==> config.mk <==
export PLATFORM = sky130hd
export DESIGN_NAME = hdmi_src_sched
export DESIGN_NICKNAME = d
export VERILOG_FILES = /design/src/rtl/hdmi_sched_pkg.sv /design/src/rtl/frame_tick_gen.sv /design/src/rtl/hdmi_src_sched.sv
export SDC_FILE = /design/constraint.sdc
export NUM_CORES = 1
export LEC_CHECK = 0
export ABC_AREA = 0
export CORE_MARGIN = 10
export CORE_UTILIZATION = 30
export DETAILED_ROUTE_END_ITERATION = 10
export PLACE_DENSITY_LB_ADDON = 0.12
export SYNTH_ARGS = -nofsm -noshare
export SYNTH_HDL_FRONTEND = slang
export SYNTH_SLANG_ARGS = --single-unit
==> constraint.sdc <==
create_clock -name pix_clk -period 1.8 [get_ports pix_clk]
set_clock_uncertainty 0.1 [all_clocks]
set_input_delay 0.45 -clock pix_clk [delete_from_list [all_inputs] [get_ports pix_clk]]
set_output_delay 0.45 -clock pix_clk [all_outputs]
set_load 0.05 [all_outputs]
==> src/rtl/hdmi_sched_pkg.sv <==
// Shared encodings for the HDMI source scheduler: source select, FSM states
// and the menu code that selects the oscilloscope.
package hdmi_sched_pkg;

  localparam logic SRC_GEN = 1'b0;
  localparam logic SRC_OSC = 1'b1;

  typedef enum logic [1:0] {
    IDLE     = 2'd0,
    MUTE_OLD = 2'd1,
    MUTE_NEW = 2'd2
  } sched_state_t;

  localparam logic [2:0] OSC_CODE_DFLT = 3'b101;

endpackage

==> src/rtl/frame_tick_gen.sv <==
// Rising-edge detector for a vsync input; emits a registered one-cycle frame tick.
// History resets high so a vsync already asserted at reset release is not a frame start.
module frame_tick_gen (
  input  logic clk,
  input  logic rst,
  input  logic vs,
  output logic tick
);

  logic vs_prev_reg;
  logic tick_reg;

  always_ff @(posedge clk or posedge rst) begin
    if (rst) begin
      vs_prev_reg <= 1'b1;
      tick_reg    <= 1'b0;
    end else begin
      vs_prev_reg <= vs;
      tick_reg    <= vs & ~vs_prev_reg;
    end
  end

  assign tick = tick_reg;

endmodule

==> src/rtl/hdmi_src_sched.sv <==
// Frame-synchronous selector between the sig-gen and oscilloscope video streams.
// Source swaps are hidden behind black frames; also arms the wave capture per frame.
module hdmi_src_sched
  import hdmi_sched_pkg::*;
#(
  parameter int          BLANK_FRAMES  = 2,
  parameter int          STABLE_FRAMES = 1,
  parameter logic [2:0]  OSC_CODE      = OSC_CODE_DFLT
) (
  input  logic        pix_clk,
  input  logic        rst,
  input  logic        level,
  input  logic [1:0]  cnt_level1,
  input  logic        gen_vs,
  input  logic        gen_hs,
  input  logic        gen_de,
  input  logic [23:0] gen_rgb,
  input  logic        osc_vs,
  input  logic        osc_hs,
  input  logic        osc_de,
  input  logic [23:0] osc_rgb,
  output logic        vs_out,
  output logic        hs_out,
  output logic        de_out,
  output logic [23:0] rgb_out,
  output logic        cur_src,
  output logic        busy,
  output logic        cap_arm
);

  generate
    if (BLANK_FRAMES < 1 || BLANK_FRAMES > 15) begin : g_bad_blank
      $error("hdmi_src_sched: BLANK_FRAMES must be within 1..15");
    end
    if (STABLE_FRAMES < 1 || STABLE_FRAMES > 15) begin : g_bad_stable
      $error("hdmi_src_sched: STABLE_FRAMES must be within 1..15");
    end
  endgenerate

  localparam logic [3:0] BLANK_LIM  = 4'(BLANK_FRAMES);
  localparam logic [3:0] STABLE_LIM = 4'(STABLE_FRAMES);

  logic         tick;
  logic         want;
  sched_state_t state_reg;
  logic         cur_src_reg;
  logic [3:0]   stable_cnt_reg;
  logic [3:0]   mute_cnt_reg;
  logic         busy_reg;
  logic         cap_arm_reg;

  logic         sel_vs, sel_hs, sel_de;
  logic [23:0]  sel_rgb;
  logic         vs_out_reg, hs_out_reg, de_out_reg;
  logic [23:0]  rgb_out_reg;

  frame_tick_gen u_tick (
    .clk  (pix_clk),
    .rst  (rst),
    .vs   (gen_vs),
    .tick (tick)
  );

  assign want = ({level, cnt_level1} == OSC_CODE);

  // Requests are only looked at on frame ticks; mid-switch changes are ignored.
  always_ff @(posedge pix_clk or posedge rst) begin
    if (rst) begin
      state_reg      <= IDLE;
      cur_src_reg    <= SRC_GEN;
      stable_cnt_reg <= 4'd0;
      mute_cnt_reg   <= 4'd0;
      busy_reg       <= 1'b0;
      cap_arm_reg    <= 1'b0;
    end else begin
      cap_arm_reg <= 1'b0;
      if (tick) begin
        unique case (state_reg)
          IDLE: begin
            cap_arm_reg <= (cur_src_reg == SRC_OSC);
            if (want != cur_src_reg) begin
              if (stable_cnt_reg + 4'd1 == STABLE_LIM) begin
                stable_cnt_reg <= 4'd0;
                state_reg      <= MUTE_OLD;
                busy_reg       <= 1'b1;
              end else begin
                stable_cnt_reg <= stable_cnt_reg + 4'd1;
              end
            end else begin
              stable_cnt_reg <= 4'd0;
            end
          end
          MUTE_OLD: begin
            cur_src_reg  <= ~cur_src_reg;
            mute_cnt_reg <= BLANK_LIM;
            state_reg    <= MUTE_NEW;
          end
          MUTE_NEW: begin
            if (mute_cnt_reg == 4'd1) begin
              mute_cnt_reg <= 4'd0;
              state_reg    <= IDLE;
              busy_reg     <= 1'b0;
              cap_arm_reg  <= (cur_src_reg == SRC_OSC);
            end else begin
              mute_cnt_reg <= mute_cnt_reg - 4'd1;
            end
          end
          default: begin
            state_reg <= IDLE;
            busy_reg  <= 1'b0;
          end
        endcase
      end
    end
  end

  always_comb begin
    sel_vs  = gen_vs;
    sel_hs  = gen_hs;
    sel_de  = gen_de;
    sel_rgb = gen_rgb;
    if (cur_src_reg == SRC_OSC) begin
      sel_vs  = osc_vs;
      sel_hs  = osc_hs;
      sel_de  = osc_de;
      sel_rgb = osc_rgb;
    end
  end

  // Timing always follows the selected source; pixels are blacked out mid-switch.
  always_ff @(posedge pix_clk or posedge rst) begin
    if (rst) begin
      vs_out_reg  <= 1'b0;
      hs_out_reg  <= 1'b0;
      de_out_reg  <= 1'b0;
      rgb_out_reg <= 24'd0;
    end else begin
      vs_out_reg  <= sel_vs;
      hs_out_reg  <= sel_hs;
      de_out_reg  <= sel_de;
      rgb_out_reg <= (state_reg == IDLE) ? sel_rgb : 24'd0;
    end
  end

  assign vs_out  = vs_out_reg;
  assign hs_out  = hs_out_reg;
  assign de_out  = de_out_reg;
  assign rgb_out = rgb_out_reg;
  assign cur_src = cur_src_reg;
  assign busy    = busy_reg;
  assign cap_arm = cap_arm_reg;

endmodule
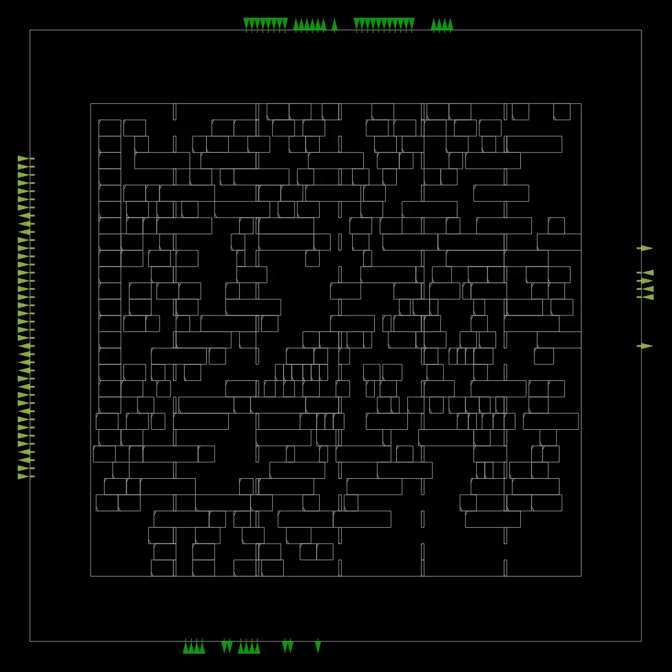
*Placed standard cells*
Seq area share: 0.326
utilization after layout: 0.500
filler-free cell count of the finished design: 362
tap cells: 77

==> run_results.csv <==
group,metric,value,unit
run,warning_total_across_the_stage_logs,33,
die,core_area,6460,um^2
routing,met2_wirelength,2600,um
setup_path,worst_r2r_startpoint,"stable_cnt_reg[1]",
place,gp_congestion,0.755,
power_and_ir_drop,vdd_drop_max,530,uV
yosys,yosysWarnings,0,
global_route,vias_in_the_first_global_route,1693,
final_layout,num-nets-final,350,
routing,wl_met1,2130,um
routing,ant_nets,0,
final_layout,layout_top_cells_excl_fill_tap,"sky130_fd_sc_hd__clkdlybuf4s50_1, sky130_fd_sc_hd__buf_4, sky130_fd_sc_hd__dfrtp_1",
run_status,failed_checks,"negative setup slack",
setup_path,critical_path.startpoint,"cnt_level1[1]",
place,numPlacedInstances,353,
timing,clock.fmax,532,MHz
yosys,synthMostInstantiatedCell,"sky130_fd_sc_hd__dfrtp_1",
final_layout,ratio_of_cells_with_drive_above_1_in_the_final_layout,0.274,
global_route,grt.overflow.total,0,
place,detailed_placement_hpwl,4380,um
yosys,syn_avg_cell_area,11.4,um^2
setup_path,path_class,"input pin to register",
global_route,number_of_antenna_violations_at_the_first_check_in_global_routing,0,
yosys,seq_area_frac_synth,0.521,
die,die-width,102,um
place,dp_slack,-0.374,ns
routing,post-route-drc-count,0,
timing,slew_violations,0,
yosys,yosys_most_used_dff,"sky130_fd_sc_hd__dfrtp_1",
routing,via_count,1620,
yosys,largest_area_cell,"sky130_fd_sc_hd__dfrtp_1",
final_layout,diodes,0,
yosys,netlist_top_cells_area,"sky130_fd_sc_hd__dfrtp_1, sky130_fd_sc_hd__mux2i_1, sky130_fd_sc_hd__nor2b_1",
final_layout,final_layout_top_logic_cell,"sky130_fd_sc_hd__clkdlybuf4s50_1",
timing,unrepaired_setup_endpoints_after_global_routing,"yes",
setup_path,crit_path_end,"state_reg[1]",
yosys,ys_ff,42,
routing,uppermost_layer_routed,"met4",
timing,setup_violation_total_in_the_final_timing_report,1,
global_route,global_route_wire_length_before_repair,8310,um
global_route,globalRouteMet1Util,0.110,
cts,clk_latency,0.29,ns
global_route,largest_net_degree_at_the_start_of_global_routing,32,
power_and_ir_drop,power_density,1450,nW/um^2
setup_path,setup.worst_path.start_class,"input pin",
die,chipHeight,102,um
yosys,syn-instance-count,177,
setup_path,critPathCaptureType,"register",
cts,cts.path.max_buffers,2,
setup_path,critical_path.reg2reg.endpoint,"state_reg[1]",
die,fp.dieArea,10400,um^2
min_path,hold_class,"input pin to async pin",
routing,drt_first_iter_violations,52,
final_layout,area_delta_synth_final,60.0,%
global_route,grt_util_met2,0.166,
timing,hold_viol_final,0,
cts,cts-root-buf,"sky130_fd_sc_hd__clkbuf_8",
yosys,yosysUniqueCellTypes,40,
die,initial_core_util,0.313,
final_layout,flip_flop_count_of_the_largest_register_after_layout,24,
die,ioPinCount,89,
yosys,chip_area_line_of_the_yosys_report,2020,um^2
setup_path,critical_path_arrival,1.94,ns
routing,drt-wirelength-per-cell,14.7,um
timing,period_needed,1.88,ns
setup_path,worst-path-max-fanout,5,
yosys,postSynth.asyncResetShare,1.00,
run,cap_viol_max_count,0,
yosys,synthTopCellsByCount,"sky130_fd_sc_hd__dfrtp_1, sky130_fd_sc_hd__mux2i_1, sky130_fd_sc_hd__nor2b_1, sky130_fd_sc_hd__nand2_1, sky130_fd_sc_hd__inv_1",
global_route,grt_util_met3,0.0668,
timing,period_used_share,1.04,
yosys,synth_top_area_share,0.508,
routing,drt_pass1_iterations,4,
setup_path,timing.reg2reg.setup_slack,-0.07,ns
die,floorplan.rows,29,
global_route,top_usage_layer,"met2",
power_and_ir_drop,leakage_power,1.50,nW
yosys,yosys_cells,177,
place,io_buffers,88,
timing,worst_slew_pin_slew,0.480,ns
timing,worst_slack,-0.0794,ns
cts,cts_sinks,42,
routing,detail_route.wirelength,5330,um
cts,cts_tree,"done",
global_route,grt_usage,0.101,
cts,clk_pin_slew_worst_paths,0.08,ns
routing,post_drt_via_cell_ratio,4.48,
setup_path,critical_path_required_time,1.86,ns
cts,number_of_clock_buffers_inserted_by_tritoncts,5,
cts,ctsHoldBuffers,0,
cts,htree_levels,2,
run_status,status,"finished with violations",
yosys,edf_count,0,
yosys,netlist_area,2020,um^2
timing,slew-limit-headroom,0.678,
routing,routed-wl-met3,576,um
yosys,postSynthNetCount,243,
setup_path,number_of_cells_on_the_worst_reg_to_reg_path,6,
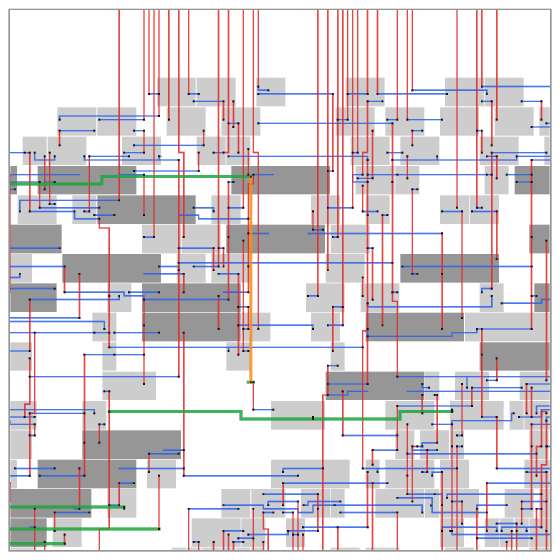
*Zoomed window*
Region (26, 46) to (76, 96) um. Cells in gray, sequential cells in the stronger gray; small squares are vias.
[green] met3
[red] met2
[blue] met1
[orange] met4
netlist names of flops here include: `rgb_out` (13)
cells with their middle in the window: 105
sequential cells in the window: 15
most frequent: clkdlybuf4s50_1 (20), buf_4 (19), dfrtp_1 (14)

## critical path, cell delays in order
cell and delay, ns:
sky130_fd_sc_hd__clkdlybuf4s50_1 0.39, sky130_fd_sc_hd__nand3b_1 0.21, sky130_fd_sc_hd__xnor2_2 0.20, sky130_fd_sc_hd__and4_1 0.18, sky130_fd_sc_hd__or4_1 0.51
## power by group
| part | switching (W) | total (W) | internal, W |
|---|---|---|---|
| registers | 0.000157 | 0.00138 | 0.00122 |
| logic | 0.00147 | 0.00257 | 0.00110 |
| clock network | 0.000311 | 0.000724 | 0.000414 |
| total | 0.00194 | 0.00467 | 0.00274 |
## area by class of cell
class | instances | area [um^2]
inverters | 10 | 37.5
flip-flops and latches | 42 | 1050
clock buffers | 6 | 72.6
clock inverters | 2 | 37.5
repair buffers | 108 | 1010
multi-input cells | 117 | 928
well taps | 77 | 96.3
fillers | 661 | 3230
## cell families (layout without fill, tap and decap cells)
logic type                 Yosys count  count (layout)  share of synthesized area
adders and majority gates            7               7                     0.0434
DFF                                 42              42                      0.521
xor gates and xnor gates             3               3                     0.0130
buffers and inverters               18             126                     0.0366
muxes                               28              28                      0.141
and+or+nand+nor                     59              59                      0.173
AOI/OAI and AO/OA                   20              20                     0.0725
## per-stage QoR
step	instance area (um^2)	hold slack [ns]	setup TNS (ns)	util	total power (W)
5_1_grt	3230	0.348	-0.272	0.500	0.00499
6_report	3230	0.328	-0.0794	0.500	0.00467
3_3_place_gp	3090	0.373	-0.793	0.478	0.00396
2_1_floorplan	2030	0.354	-0.0739	-	0.00301
3_5_place_dp	3090	0.378	-0.828	0.478	0.00398
4_1_cts	3210	0.340	-0.110	0.497	0.00474
## timing repair
action / CTS / global route
pin swaps: 5 / 1
endpoints found under the setup margin: 3 / 4
resized: 2 / 4
buffers inserted: 1 / 0
Power is estimated from default activity; no workload was simulated.
